<file path="src/rtl/vec_pkg.sv">
// vec_pkg: shared types and defaults for the vector load/store path and register file.
//   state_t          sequencer FSM states
//   OP_LOAD/OP_STORE command opcode values
//   VEC_ELEMS/VEC_DW default vector length and element width
package vec_pkg;
    typedef enum logic [1:0] {IDLE, LOAD, STORE, DONE} state_t;
    localparam logic OP_LOAD = 1'b0;
    localparam logic OP_STORE = 1'b1;
    localparam int VEC_ELEMS = 16;
    localparam int VEC_DW = 16;
endpackage

</file>
<file path="src/rtl/vec_addr_gen.sv">
// vec_addr_gen: strided memory address accumulator, modulo 2^AW.
//   clk, rst_n  clock, async active-low reset
//   load, base  load base as the current address
//   adv, stride add stride to the current address
//   addr        current address
module vec_addr_gen #(
    parameter int AW = 16
) (
    input  logic          clk,
    input  logic          rst_n,
    input  logic          load,
    input  logic [AW-1:0] base,
    input  logic          adv,
    input  logic [AW-1:0] stride,
    output logic [AW-1:0] addr
);
    always_ff @(posedge clk or negedge rst_n)
        if (!rst_n) addr <= '0;
        else if (load) addr <= base;
        else if (adv) addr <= addr + stride;
endmodule

</file>
<file path="src/rtl/vec_ldst_seq.sv">
// vec_ldst_seq: moves one whole vector element by element between data memory and the register file.
//   clk, rst_n                  clock, async active-low reset
//   start, op, vreg             command strobe, 0=load 1=store, target vector register
//   base_addr, stride           element 0 address and per-element increment
//   busy, done                  command in progress, one-cycle completion pulse
//   vaddr, velem, vwe, vwdata   register-file element write port / read select
//   vrdata                      register-file read data
//   mem_addr, mem_rd, mem_wr    memory request
//   mem_wdata, mem_rdata        memory write / read data
//   mem_ready                   memory accepts the current request
module vec_ldst_seq
    import vec_pkg::*;
#(
    parameter int ELEMS = VEC_ELEMS,
    parameter int DW = VEC_DW,
    parameter int AW = 16,
    localparam int EW = $clog2(ELEMS)
) (
    input  logic          clk,
    input  logic          rst_n,
    input  logic          start,
    input  logic          op,
    input  logic [2:0]    vreg,
    input  logic [AW-1:0] base_addr,
    input  logic [AW-1:0] stride,
    output logic          busy,
    output logic          done,
    output logic [2:0]    vaddr,
    output logic [EW-1:0] velem,
    output logic          vwe,
    output logic [DW-1:0] vwdata,
    input  logic [DW-1:0] vrdata,
    output logic [AW-1:0] mem_addr,
    output logic          mem_rd,
    output logic          mem_wr,
    output logic [DW-1:0] mem_wdata,
    input  logic [DW-1:0] mem_rdata,
    input  logic          mem_ready
);
    state_t state;
    logic [EW-1:0] cnt;
    logic [AW-1:0] stride_q;
    logic accept;
    logic last;

    assign accept = (mem_rd | mem_wr) & mem_ready;
    assign last = cnt == EW'(ELEMS - 1);
    // Register data flows straight to memory; gated so it reads 0 when no store is pending.
    assign mem_wdata = mem_wr ? vrdata : '0;

    vec_addr_gen #(.AW(AW)) u_addr (
        .clk(clk),
        .rst_n(rst_n),
        .load(state == IDLE && start),
        .base(base_addr),
        .adv(accept),
        .stride(stride_q),
        .addr(mem_addr)
    );

    always_ff @(posedge clk or negedge rst_n)
        if (!rst_n) begin
            state <= IDLE;
            cnt <= '0;
            stride_q <= '0;
            busy <= 1'b0;
            done <= 1'b0;
            vaddr <= '0;
            velem <= '0;
            vwe <= 1'b0;
            vwdata <= '0;
            mem_rd <= 1'b0;
            mem_wr <= 1'b0;
        end else begin
            vwe <= 1'b0;
            done <= 1'b0;
            case (state)
                IDLE:
                    if (start) begin
                        stride_q <= stride;
                        vaddr <= vreg;
                        velem <= '0;
                        cnt <= '0;
                        busy <= 1'b1;
                        mem_rd <= op == OP_LOAD;
                        mem_wr <= op == OP_STORE;
                        state <= op == OP_STORE ? STORE : LOAD;
                    end
                LOAD:
                    // Accepted read data is written the next cycle while the next read is already out.
                    if (accept) begin
                        vwe <= 1'b1;
                        velem <= cnt;
                        vwdata <= mem_rdata;
                        cnt <= cnt + 1'b1;
                        if (last) mem_rd <= 1'b0;
                    end else if (!mem_rd) begin
                        busy <= 1'b0;
                        done <= 1'b1;
                        state <= DONE;
                    end
                STORE:
                    if (accept) begin
                        cnt <= cnt + 1'b1;
                        velem <= cnt + 1'b1;
                        if (last) begin
                            mem_wr <= 1'b0;
                            busy <= 1'b0;
                            done <= 1'b1;
                            state <= DONE;
                        end
                    end
                DONE: state <= IDLE;
            endcase
        end
endmodule
</file>
<file path="config.mk">
export PLATFORM = sky130hd
export DESIGN_NAME = vec_ldst_seq
export DESIGN_NICKNAME = d
export VERILOG_FILES = /design/src/rtl/vec_pkg.sv /design/src/rtl/vec_addr_gen.sv /design/src/rtl/vec_ldst_seq.sv
export SDC_FILE = /design/constraint.sdc
export NUM_CORES = 1
export LEC_CHECK = 0
export ABC_AREA = 1
export CORE_ASPECT_RATIO = 0.8
export CORE_MARGIN = 10
export CORE_UTILIZATION = 46
export CTS_CLUSTER_SIZE = 20
export DETAILED_ROUTE_END_ITERATION = 10
export PLACE_DENSITY_LB_ADDON = 0.2
export SYNTH_ARGS = -nofsm -noshare
export SYNTH_HDL_FRONTEND = slang
export SYNTH_SLANG_ARGS = --single-unit
</file>
<file path="constraint.sdc">
create_clock -name clk -period 2.1 [get_ports clk]
set_input_delay 0.21 -clock clk [delete_from_list [all_inputs] [get_ports clk]]
set_output_delay 0.21 -clock clk [all_outputs]
set_load 0.05 [all_outputs]
</file>
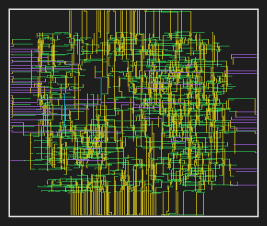
Fig. 1. Signal wires by layer.
Drawn at 2 px/um.
| layer | colour | wire length |
|---|---|---|
| met3 | purple | 930 um |
| met4 | cyan | 93.8 um |
| met1 | green | 4810 um |
| met2 | yellow | 5320 um |
GRT Util Overall: 0.180
total number of vias: 3862
Wirelength per Cell: 13.8 um
WL final: 11200 um

==> results.json <==
{
  "maxSlewHeadroom": 0.639,
  "p_int_w": 0.00460,
  "ir_drop_v": 0.000888,
  "yosys_warnings": 0,
  "ys_seq_share": 0.418,
  "grt_max_degree": 51,
  "place_hpwl_um": 8710,
  "end_kind": "flop",
  "drc_errors": 0,
  "io_buffers": 131,
  "die.size.y_um": 103,
  "crit_path_max_incr_delay_ps": 400,
  "hold_path.class": "in -> async",
  "combAreaFraction": 0.351,
  "drv_cap": 0,
  "n_fill_cell": 742,
  "antenna_found_initial": 0,
  "ys_sh_mux": 0.00253,
  "crit_fanout": 3,
  "ios": 132,
  "rsz0062_at_grt": "false",
  "clk_pin_slew_worst_paths_ps": 80,
  "outcome": "completed",
  "nClkBuffers": 10,
  "r2r_setup_slack_ps": 200,
  "power.total_w": 0.00978,
  "yosys-stat-cells": 556,
  "r2r-end": "u_addr.addr[8]",
  "ys_sh_aoi": 0.0652,
  "path_buffers": 0,
  "die_w_um": 124
}
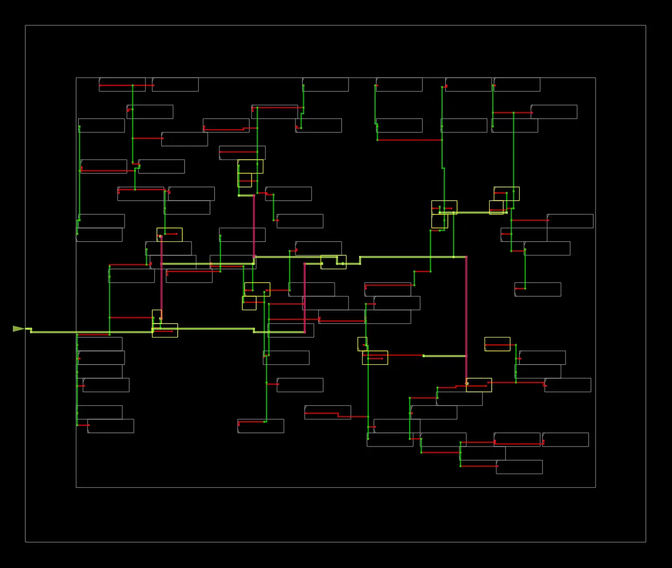
Fig. 2. Clock nets.
worst-skew pair later-pin latency: 350 ps
Seq Cell Count: 66

[worst max path at each step]
| stage | start | endpoint | slack (ps) |
|---|---|---|---|
| global placement | u_addr.addr[0] | u_addr.addr[8] | 250 |
| finish | u_addr.addr[0] | u_addr.addr[8] | 200 |
| floorplan | u_addr.addr[0] | u_addr.addr[8] | 80 |
| detailed placement | u_addr.addr[0] | u_addr.addr[8] | 220 |
| CTS | mem_rd | mem_rd | 190 |
| global route | state[1] | cnt[2] | 10 |
[cells in the final DEF (no fill, tap or decap), drive strengths merged, types with 10 or more instances in the layout]
cell             n
clkdlybuf4s50  113
nand2          249
clkbuf          10
nand3           30
a21oi           17
ha              20
nor2            40
buf             26
dfrtp           66
inv             73
o21ai           12
[stage by stage]
stage / setup WS [ps] / cells / util
after floorplan: 77.9 / 556 / -
after global placement: 252 / 792 / 0.636
after detailed placement: 223 / 792 / 0.636
after CTS: 192 / 809 / 0.658
after global routing: 14.1 / 809 / 0.658
final: 197 / 809 / 0.658
[cell usage after synthesis, types with 4 or more instances]
cell type  instances  area, um^2
nand2_1          249         935
inv_1             69         259
dfrtp_1           66        1650
nor2_1            37         139
nand3_1           30         150
ha_1              20         250
a21oi_1           16        80.1
o21ai_0           11        55.1
clkbuf_1           8        30.0
buf_2              5        25.0
o22ai_1            4        25.0
xnor2_1            4        35.0
[flip-flops by register name, summed over array words and instances, names as in the netlist, 2 cells and up]
| signal | flops |
|---|---|
| vaddr | 3 |
| stride_q | 16 |
| velem | 4 |
| u_addr.addr | 16 |
| state | 2 |
| cnt | 4 |
| vwdata | 16 |
[per-layer routing]
layer	share of wire	vias up	global-route usage
li1	-	1983	-
met1	0.43	1761	0.211
met2	0.48	104	0.302
met3	0.083	14	0.0722
met4	0.0083	0	0.0402
met5	0	-	0
